Figure 1. The metal 3 layer (run 1).
Drawn at 4 px/um.
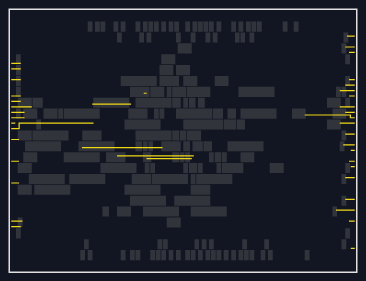
Figure 2. Cells by drive strength (run 1).
Drawn at 3 px/um.
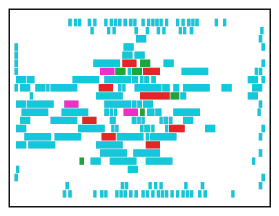
Figure 3. Clock routing (run 1).
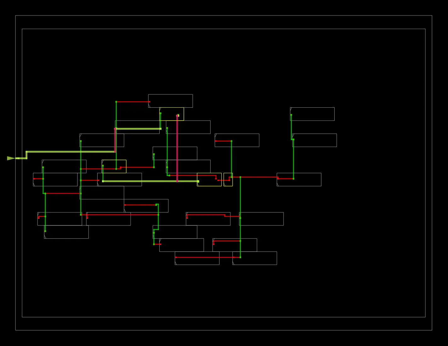
--- config.mk ---
export PLATFORM = sky130hd
export DESIGN_NAME = irq_ctrl
export DESIGN_NICKNAME = d
export VERILOG_FILES = /design/src/rtl/irq_pkg.sv /design/src/rtl/irq_sync.sv /design/src/rtl/irq_ctrl.sv
export SDC_FILE = /design/constraint.sdc
export NUM_CORES = 1
export LEC_CHECK = 0
export ABC_AREA = 0
export CORE_ASPECT_RATIO = 0.75
export CORE_UTILIZATION = 31
export DETAILED_ROUTE_END_ITERATION = 7
export PLACE_DENSITY = 0.91
export SLEW_MARGIN = 10
export SYNTH_ARGS = -nofsm -noshare
export SYNTH_HDL_FRONTEND = slang
export SYNTH_HIERARCHICAL = 1
export SYNTH_SLANG_ARGS = --single-unit
--- constraint.sdc ---
create_clock -name clk -period 3.97 [get_ports clk]
set_input_delay 0.794 -clock clk [delete_from_list [all_inputs] [get_ports clk]]
set_output_delay 0.794 -clock clk [all_outputs]
set_load 0.02 [all_outputs]
--- src/rtl/irq_pkg.sv ---
// irq_pkg: constants and types shared by the machine interrupt block.
// Cause codes, mip bit positions, timer register map and request state.
package irq_pkg;

    localparam logic [3:0] CAUSE_MSI = 4'd3;
    localparam logic [3:0] CAUSE_MTI = 4'd7;
    localparam logic [3:0] CAUSE_MEI = 4'd11;

    localparam int MIP_MSIP = 3;
    localparam int MIP_MTIP = 7;
    localparam int MIP_MEIP = 11;

    localparam logic [1:0] TMR_CMP_LO  = 2'd0;
    localparam logic [1:0] TMR_CMP_HI  = 2'd1;
    localparam logic [1:0] TMR_TIME_LO = 2'd2;
    localparam logic [1:0] TMR_TIME_HI = 2'd3;

    typedef enum logic {
        ST_IDLE = 1'b0,
        ST_REQ  = 1'b1
    } irq_state_e;

    // mcause value for an interrupt with the given code
    function automatic logic [31:0] mk_cause(input logic [3:0] code);
        return {1'b1, 27'b0, code};
    endfunction

endpackage

--- src/rtl/irq_sync.sv ---
// irq_sync: multi-flop synchroniser for one asynchronous level input,
// followed by a rising-edge detector on the synchronised signal.
module irq_sync #(
    parameter int STAGES = 2
) (
    input  logic clk,
    input  logic rst,
    input  logic async_i,
    output logic rise_o
);

    logic [STAGES-1:0] sync_q;
    logic              prev_q;

    // Shift the raw level through the chain and remember the last output
    always_ff @(posedge clk or negedge rst) begin
        if (!rst) begin
            sync_q <= '0;
            prev_q <= 1'b0;
        end else begin
            sync_q <= {sync_q[STAGES-2:0], async_i};
            prev_q <= sync_q[STAGES-1];
        end
    end

    assign rise_o = sync_q[STAGES-1] & ~prev_q;

endmodule

--- src/rtl/irq_ctrl.sv ---
// irq_ctrl: machine-mode interrupt sources, masking and request register.
// Define IRQ_CLINT_TIMER_EN to build the mtime/mtimecmp timer and MTIP.
module irq_ctrl
    import irq_pkg::*;
#(
    parameter int NUM_EXT_IRQ = 4,
    parameter int SYNC_STAGES = 2,
    parameter int TICK_DIV    = 1,
    localparam int IDW = (NUM_EXT_IRQ > 1) ? $clog2(NUM_EXT_IRQ) : 1
) (
    input  logic                   clk,
    input  logic                   rst,
    input  logic [NUM_EXT_IRQ-1:0] ext_irq_i,
    input  logic                   sw_irq_set,
    input  logic                   sw_irq_clr,
    input  logic                   tmr_we,
    input  logic [1:0]             tmr_addr,
    input  logic [31:0]            tmr_wdata,
    output logic [31:0]            tmr_rdata,
    input  logic [31:0]            mie,
    input  logic                   mstatus_mie,
    output logic [31:0]            mip,
    output logic                   interrupt,
    output logic [31:0]            irq_cause,
    output logic [IDW-1:0]         irq_src_id,
    input  logic                   irq_ack
);

    logic [NUM_EXT_IRQ-1:0] rise;
    logic [NUM_EXT_IRQ-1:0] clr_mask;
    logic [NUM_EXT_IRQ-1:0] ext_pend_q;
    logic [NUM_EXT_IRQ-1:0] ext_pend_d;
    logic                   msip_q;
    logic                   msip_d;
    logic                   mtip;

    irq_state_e             state_q;
    irq_state_e             state_d;
    logic [31:0]            cause_q;
    logic [31:0]            cause_d;
    logic [IDW-1:0]         src_q;
    logic [IDW-1:0]         src_d;
    logic [1:0]             blank_q;
    logic [1:0]             blank_d;

    logic [31:0]            en;
    logic                   eligible;
    logic                   ack_take;
    logic [3:0]             win_code;
    logic [IDW-1:0]         low_id;

    for (genvar g = 0; g < NUM_EXT_IRQ; g++) begin : g_sync
        irq_sync #(
            .STAGES (SYNC_STAGES)
        ) u_sync (
            .clk     (clk),
            .rst     (rst),
            .async_i (ext_irq_i[g]),
            .rise_o  (rise[g])
        );
    end

`ifdef IRQ_CLINT_TIMER_EN
    localparam int PW = (TICK_DIV > 1) ? $clog2(TICK_DIV) : 1;

    logic [PW-1:0] presc_q;
    logic [PW-1:0] presc_d;
    logic [31:0]   cmp_lo_q;
    logic [31:0]   cmp_lo_d;
    logic [31:0]   cmp_hi_q;
    logic [31:0]   cmp_hi_d;
    logic [31:0]   time_lo_q;
    logic [31:0]   time_lo_d;
    logic [31:0]   time_hi_q;
    logic [31:0]   time_hi_d;
    logic          mtip_q;
    logic          mtip_d;
    logic          tick;
    logic          carry;

    // Prescaler, 64-bit counter with per-half writes, compare register
    always_comb begin
        tick      = (presc_q == PW'(TICK_DIV - 1));
        presc_d   = tick ? '0 : presc_q + PW'(1);
        carry     = tick && (time_lo_q == 32'hFFFF_FFFF);
        cmp_lo_d  = cmp_lo_q;
        cmp_hi_d  = cmp_hi_q;
        time_lo_d = time_lo_q + {31'b0, tick};
        time_hi_d = time_hi_q + {31'b0, carry};
        if (tmr_we) begin
            unique case (tmr_addr)
                TMR_CMP_LO: cmp_lo_d = tmr_wdata;
                TMR_CMP_HI: cmp_hi_d = tmr_wdata;
                TMR_TIME_LO: begin
                    time_lo_d = tmr_wdata;
                    time_hi_d = time_hi_q;
                end
                TMR_TIME_HI: time_hi_d = tmr_wdata;
            endcase
        end
        mtip_d = {time_hi_q, time_lo_q} >= {cmp_hi_q, cmp_lo_q};
    end

    // Timer state; mtimecmp starts at all ones so MTIP stays low
    always_ff @(posedge clk or negedge rst) begin
        if (!rst) begin
            presc_q   <= '0;
            cmp_lo_q  <= 32'hFFFF_FFFF;
            cmp_hi_q  <= 32'hFFFF_FFFF;
            time_lo_q <= '0;
            time_hi_q <= '0;
            mtip_q    <= 1'b0;
        end else begin
            presc_q   <= presc_d;
            cmp_lo_q  <= cmp_lo_d;
            cmp_hi_q  <= cmp_hi_d;
            time_lo_q <= time_lo_d;
            time_hi_q <= time_hi_d;
            mtip_q    <= mtip_d;
        end
    end

    // Combinational register read at tmr_addr
    always_comb begin
        tmr_rdata = cmp_lo_q;
        unique case (tmr_addr)
            TMR_CMP_LO:  tmr_rdata = cmp_lo_q;
            TMR_CMP_HI:  tmr_rdata = cmp_hi_q;
            TMR_TIME_LO: tmr_rdata = time_lo_q;
            TMR_TIME_HI: tmr_rdata = time_hi_q;
        endcase
    end

    assign mtip = mtip_q;
`else
    localparam int unused_tick_div = TICK_DIV;

    logic unused_tmr;

    assign unused_tmr = ^{tmr_we, tmr_addr, tmr_wdata};
    assign tmr_rdata  = '0;
    assign mtip       = 1'b0;
`endif

    // Pending vector as seen by CSR reads
    always_comb begin
        mip           = '0;
        mip[MIP_MSIP] = msip_q;
        mip[MIP_MTIP] = mtip;
        mip[MIP_MEIP] = |ext_pend_q;
    end

    assign en       = mip & mie;
    assign ack_take = irq_ack && (state_q == ST_REQ);
    assign eligible = mstatus_mie && (|en) && (blank_q == 2'd0);

    // Lowest-numbered pending external line
    always_comb begin
        low_id = '0;
        for (int i = NUM_EXT_IRQ - 1; i >= 0; i--) begin
            if (ext_pend_q[i]) low_id = IDW'(i);
        end
    end

    // Fixed priority MEI > MSI > MTI among enabled sources
    always_comb begin
        win_code = CAUSE_MTI;
        if (en[MIP_MEIP]) begin
            win_code = CAUSE_MEI;
        end else if (en[MIP_MSIP]) begin
            win_code = CAUSE_MSI;
        end
    end

    // Claim clears the taken line; a same-cycle new edge wins
    always_comb begin
        clr_mask = '0;
        if (ack_take && (cause_q[3:0] == CAUSE_MEI)) begin
            clr_mask[src_q] = 1'b1;
        end
        ext_pend_d = (ext_pend_q & ~clr_mask) | rise;
        msip_d     = sw_irq_set | (msip_q & ~sw_irq_clr);
    end

    // Request FSM: freeze the winner, retire on ack or on masking
    always_comb begin
        state_d = state_q;
        cause_d = cause_q;
        src_d   = src_q;
        blank_d = blank_q;
        if (blank_q != 2'd0) blank_d = blank_q - 2'd1;
        unique case (state_q)
            ST_IDLE: begin
                if (eligible) begin
                    state_d = ST_REQ;
                    cause_d = mk_cause(win_code);
                    src_d   = low_id;
                end
            end
            ST_REQ: begin
                if (irq_ack) begin
                    state_d = ST_IDLE;
                    blank_d = 2'd2;
                end else if (!mstatus_mie || !en[cause_q[3:0]]) begin
                    state_d = ST_IDLE;
                end
            end
        endcase
    end

    // Source and request state registers
    always_ff @(posedge clk or negedge rst) begin
        if (!rst) begin
            ext_pend_q <= '0;
            msip_q     <= 1'b0;
            state_q    <= ST_IDLE;
            cause_q    <= '0;
            src_q      <= '0;
            blank_q    <= '0;
        end else begin
            ext_pend_q <= ext_pend_d;
            msip_q     <= msip_d;
            state_q    <= state_d;
            cause_q    <= cause_d;
            src_q      <= src_d;
            blank_q    <= blank_d;
        end
    end

    assign interrupt  = (state_q == ST_REQ);
    assign irq_cause  = cause_q;
    assign irq_src_id = src_q;

endmodule

==> notes.org, run 1 <==
* Flow results

** Status
- Outcome :: finished, final reports clean

** Timing
- At the pin with the least slew margin, the transition time is roughly 550 ps.
- Hold Fails Final Rpt :: 0
- Part of the cycle the worst path needs :: 0.573
- Setup total negative slack on the finished layout was measured at 0 ps.
- In the final report, the number of pins over their slew limit comes to 0.
- The slew check shows that the tightest pin keeps a relative margin of 0.632.
- Hold WS :: about 350 ps
- Clk_skew :: between 2 and 3 ps
- Time the final worst path needs with I/O delays and setup :: about 2300 ps

** Yosys
- Post-Syn Instances :: 165
- Dividing the synthesized area by the synthesized cell count gives slightly above 10 um^2.
- Top cells, area :: buf_4 (42%), dfrtp_1 (38%), nor2b_4 (3.3%)
- Counting flops with an async set or reset pin after synthesis yields a share of 1.00.
- Area fraction in full adders, half adders and majority gates :: 0
- Yosys simple share :: 0.109
- Share of the synthesized netlist area taken by xor and xnor gates :: 0
- Primary flip-flop cell chosen by synthesis mapping :: dfrtp_1
- Synth area leader :: buf_4
- Number of flops mapped to enable cells by yosys :: 0
- Number of different library cells in the post-synthesis netlist :: 25
- Flops out of synthesis :: 25
- After synthesis the cells add up to roughly 1700 um^2.
- List of most frequent post-synthesis cells :: buf_4 (92), dfrtp_1 (25), nor2_1 (8)
- Chip area estimate from yosys synthesis :: approximately 1700 um^2

** Final layout
- The final layout contains 264 nets.
- Non-clock inverters :: 4
- The fraction of final cell area spent on non-clock buffers in this run is 0.125.
- The finished cells cover about 1600 um^2.
- Of the cells placed in the final design, the portion with a size suffix greater than 1 is 0.0914.
- The top cell types in the final layout, fill and taps aside, are conb_1 (89), dfrtp_1 (25), clkdlybuf4s50_1 (20).
- The layout report gives the multi-input gate share of total cell area as 0.401.
- For this run, the share of the core covered by cells in the final layout is 0.327.
- Layout fillers :: between 500 and 600
- Leaving out fill and tap cells, the most frequent cell in the layout is conb_1.
- Counting flops per register, the top entry is g_sync.u_sync/sync_q.
- Of the total standard cell area in the layout, the sequential portion is 0.381.
- Per the layout area report, the combinational gate area comes to 658 um^2.
- 0 antenna diodes ended up in the layout.

** Clocking
- CTS built an H-tree with a depth of 1.
- Clock latency on the worst-skew pair :: 270 ps
- Clock tree from TritonCTS :: built
- Buffer depth of the longest clock path :: 2
- On the worst setup and hold paths after CTS, the clock-pin slew comes to roughly 90 ps.
- Inserted Clock Buffers :: 3
- In this run, post-CTS hold repair placed 0 buffers.

** Route
- Per the detail_route report, the via count comes to just over 800.
- Avg WL per Cell :: 8.04 um
- DRC violation count after routing :: 0
- 1st-iter DRT viols :: between 60 and 70
- Max Used Layer :: met4
- Total length of routed wires :: between 2000 and 2500 um
- Met1 Routed Length :: 780 um
- Detailed routing placed a total of between 150 and 200 um of wire on met3.
- In this run the remaining antenna-violating nets after routing total 0.

** Placement
- The final weighted congestion recorded by global placement is 0.801.
- The number of placed instances, taps included, is around 250.
- Post-DP Area :: 1600 um^2

** Pwr
- Overall power consumption after layout is estimated at ~0.65 mW.
- Power in combinational cells :: ~0.19 mW
- Looking at the group totals, the largest power group turns out to be sequential cells.
- Power density of the placed cells :: slightly below 400 nW/um^2
- Cell internal pwr :: a little over 0.4 mW
- Worst IR Drop VDD :: between 200 and 300 uV

** Setup path
- For flop-to-flop paths, the worst setup slack is between 2000 and 2500 ps.
- Cell with the largest stage delay on the worst path :: clkdlybuf4s50_1
- Startpoint type of the worst setup path :: register
- Category of the worst setup path capture point :: output pin
- Looking at the critical path, the highest net fanout was 5.
- Among cell families on the critical path, the largest total delay comes from buffers and inverters.
- Together, buffers and inverters on the worst path number 1.
- Required time reported for the critical path endpoint :: between 3000 and 4000 ps
- For reference, the critical path is captured by mip[11].
- Worst reg2reg endpoint :: irq_src_id[1]
- Worst path max stage delay :: 620 ps

** Floorplan
- Chip Area :: approximately 5700 um^2
- approximately 180 I/O pins were placed.
- According to the floorplan report, the die width is 86.5 um.
- Cell Rows :: 22

** Global route
- Number of global-route vias before repair :: 620
- Entering global routing, the biggest net connects 26 pins.
- The first global-routing pass estimated 2940 um of wire.
- Initial antenna violation count :: 0

** Hold path
- Worst min-delay path class :: register to register

** Job
- Stage-log warning count :: between 90 and 100
- Max-cap check violation count :: 0
Notes on Figure 1 above:
share of all routed wire: 7.9%
longest straight run: 19.8 um
nets with wire on the layer: 39
main direction: horizontal

Notes on Figure 2 above:
legend:
  x3 and x4:
    colour: red
    cells: 8
    share: 4.3%
  x2:
    colour: green
    cells: 6
    share: 3.2%
  x1 and smaller:
    colour: cyan
    cells: 169
    share: 91%
  x6 and larger:
    colour: magenta
    cells: 3
    share: 1.6%

Notes on Figure 3 above:
number of sinks on the clock net: 25
Layout clock buffers: 3
Clock net power: 0.150 mW

## Run 2: what changed since run 1
--- a/config.mk
+++ b/config.mk
@@ -7,9 +7,9 @@
 export LEC_CHECK = 0
 export ABC_AREA = 0
 export CORE_ASPECT_RATIO = 0.75
-export CORE_UTILIZATION = 31
+export CORE_UTILIZATION = 29
 export DETAILED_ROUTE_END_ITERATION = 7
-export PLACE_DENSITY = 0.91
+export PLACE_DENSITY = 0.86
 export SLEW_MARGIN = 10
 export SYNTH_ARGS = -nofsm -noshare
 export SYNTH_HDL_FRONTEND = slang
==> constraint.sdc (replaced) <==
create_clock -name clk -period 2.2 [get_ports clk]
set_input_delay 0.44 -clock clk [delete_from_list [all_inputs] [get_ports clk]]
set_output_delay 0.44 -clock clk [all_outputs]
set_load 0.02 [all_outputs]
Figure 4. Clock routing (run 2).
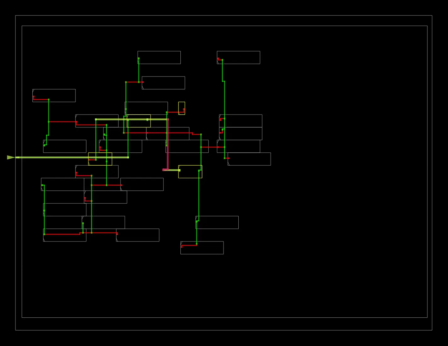
clk_skew: 4.22 ps
Layout clock buffers: 4
FF+latch count: 25
clock latency on the worst-skew pair: 260 ps

==> notes.org, run 2 <==
* Flow results

** Pwr
- The clock group power came to 0.263 mW (+75%).
- Power in combinational cells :: 0.345 mW (+82%)
- Worst IR Drop VDD :: 384 uV (+41%)
- Of all power groups, the one with the highest power is sequential cells.
- The total power draw was 1.16 mW (+79%).
- Power density of the placed cells :: 701 nW/um^2 (+78%)
- Cell internal pwr :: 0.745 mW (+82%)

** Yosys
- For reference, the top cells by count after synthesis are buf_4 (92), dfrtp_1 (25), nor2_1 (8).
- The average instance area after synthesis is 10.1 um^2 (unchanged).
- Post-synthesis cell area :: 1660 um^2 (unchanged)
- Synth area leader :: buf_4
- The adder and majority gate portion of the synthesized area is 0 (unchanged).
- Flops out of synthesis :: 25 (unchanged)
- The async set-or-reset flop fraction in the synthesized netlist came to 1.00 (unchanged).
- The number of enable flip-flop cells was 0 (unchanged).
- Primary flip-flop cell chosen by synthesis mapping :: dfrtp_1
- Top cells, area :: buf_4 (42%), dfrtp_1 (38%), nor2b_4 (3.3%)
- The basic-gate share of the synthesized area counting and, or, nand and nor cells came to 0.109 (unchanged).
- The synthesized netlist cell count is 165 (unchanged).
- Chip area estimate from yosys synthesis :: 1660 um^2 (unchanged)
- Number of different library cells in the post-synthesis netlist :: 25 (unchanged)

** Job
- Max-cap check violation count :: 0 (unchanged)
- The number of OpenROAD warnings was 91 (unchanged).

** Clocking
- Number of hold-repair buffers added at the cts stage :: 0 (unchanged)
- # H-tree levels :: 1 (unchanged)
- Buffer depth of the longest clock path :: 2 (unchanged)
- Clock transition at the register clock pins on the worst setup and hold paths after CTS :: 80 ps (about the same)
- The clock sink total came to 25 (unchanged).
- TritonCTS built the clock tree.
- The number of buffers inserted during clock tree synthesis was 3 (unchanged).

** Route
- The total number of vias is 836 (+1.5%).
- The DRC marker count from the first detailed-route iteration is 8 (-88%).
- Detail Route Antenna Nets :: 0 (unchanged)
- Met3 routed wirelength :: 105 um (-36%)
- DRC violation count after routing :: 0 (unchanged)
- The final wirelength is 2070 um (-0.19%).
- Max Used Layer :: met4
- Met1 Routed Length :: 701 um (-10%)
- The routed wire length per instance came to 7.90 um (-1.7%).

** Final layout
- The library cells used most frequently in the layout, excluding fill and tap cells, are conb_1 (89), dfrtp_1 (25), clkdlybuf4s50_1 (21).
- Non-clock inverters :: 4 (unchanged)
- The fill cell total of the finished layout was 570 (+8.2%).
- The multi-input gate share of total cell area came to 0.398 (-0.00364).
- The fraction of layout cells with a size suffix above 1 is 0.0856 (-0.00584).
- Biggest registers after layout :: g_sync.u_sync/sync_q (8), ext_pend_q (4), g_sync.u_sync/prev_q (4)
- From synthesis to final layout, the design area changed by -0.226%.
- The antenna diode count was 0 (unchanged).
- Post-route cell area :: 1660 um^2 (+0.92%)
- Most instantiated logic cell after routing :: conb_1
- The footprint of the multi-input gates is 658 um^2 (unchanged).
- Register ranked first by flip-flop count :: g_sync.u_sync/sync_q
- The final core utilization is 0.304 (-0.0231).
- By area, combinational gates come first.
- Fraction of area in registers :: 0.378 (-0.00346)
- The final layout net count was 265 (+0.38%).
- Data-path buffer share of cell area in the final layout :: 0.132 (+0.00642)

** Placement
- The routability congestion estimate from global placement is 0.727 (-9.3%).
- The number of placed instances with taps included is 258 (+1.6%).
- Post-DP Area :: 1610 um^2 (+0.70%)

** Global route
- Wire length of the first global-routing pass :: 3200 um (+8.9%)
- The number of global-route vias before repair came to 745 (+20%).
- Initial antenna violation count :: 0 (unchanged)
- The pin count of the biggest net entering global routing was 26 (unchanged).

** Timing
- Part of the cycle the worst path needs :: 0.890
- Final max-slew violation count :: 0 (unchanged)
- Time the final worst path needs with I/O delays and setup :: 1960 ps
- The setup TNS was 0 ps (unchanged).
- The final hold violation count came to 0 (unchanged).
- Hold WS :: 351 ps (-3.22 ps)

** Floorplan
- The total die area came to 6030 um^2 (+6.7%).
- The placement row count is 23 (+4.5%).
- Placeable Area :: between 5000 and 6000 um^2
- Die span in x :: 89.3 um (+3.3%)
- I/O pin total :: 176 (unchanged)
- The floorplan step records an initial core utilization of 0.305.

** Setup path
- Endpoint of the most critical setup path :: mip[11]
- Category of the worst setup path capture point :: output pin
- The worst setup path is launched from a register.
- Combined buffer and inverter count along the critical path :: 1 (unchanged)
- The capture point of the worst register-to-register path is recorded as irq_src_id[1].
- Required time reported for the critical path endpoint :: 1760 ps (-1420 ps)
- The flop-to-flop setup slack is 600 ps (-1770 ps).
- The slowest stage of the critical path is the clkdlybuf4s50_1 cell.
- The largest stage delay on the critical path came to 540 ps (-80 ps).
- Top cell family by delay on the critical path :: buffers and inverters

** Hold path
- Worst min-delay path class :: register to register

** Status
- The flow ran to the end, and the final reports show no timing, DRC or antenna violations.
Figure 5. Placed cells, one colour a class (run 2).
Drawn at 6 px/um.
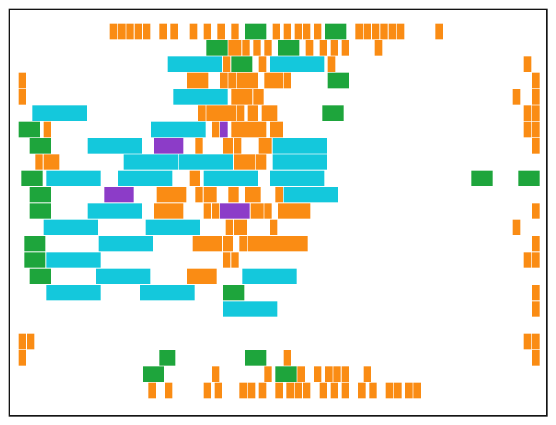
legend:
  remaining buffers and delay cells:
    colour: green
    cells: 22
    share_of_their_area: 14%
  remaining logic cells:
    colour: orange
    cells: 136
    share_of_their_area: 43%
  registers:
    colour: cyan
    cells: 25
    share_of_their_area: 40%
  clock drivers and dummy loads:
    colour: purple
    cells: 4
    share_of_their_area: 2.9%

Power figures rest on the tool's default switching activity, not on a simulated workload.
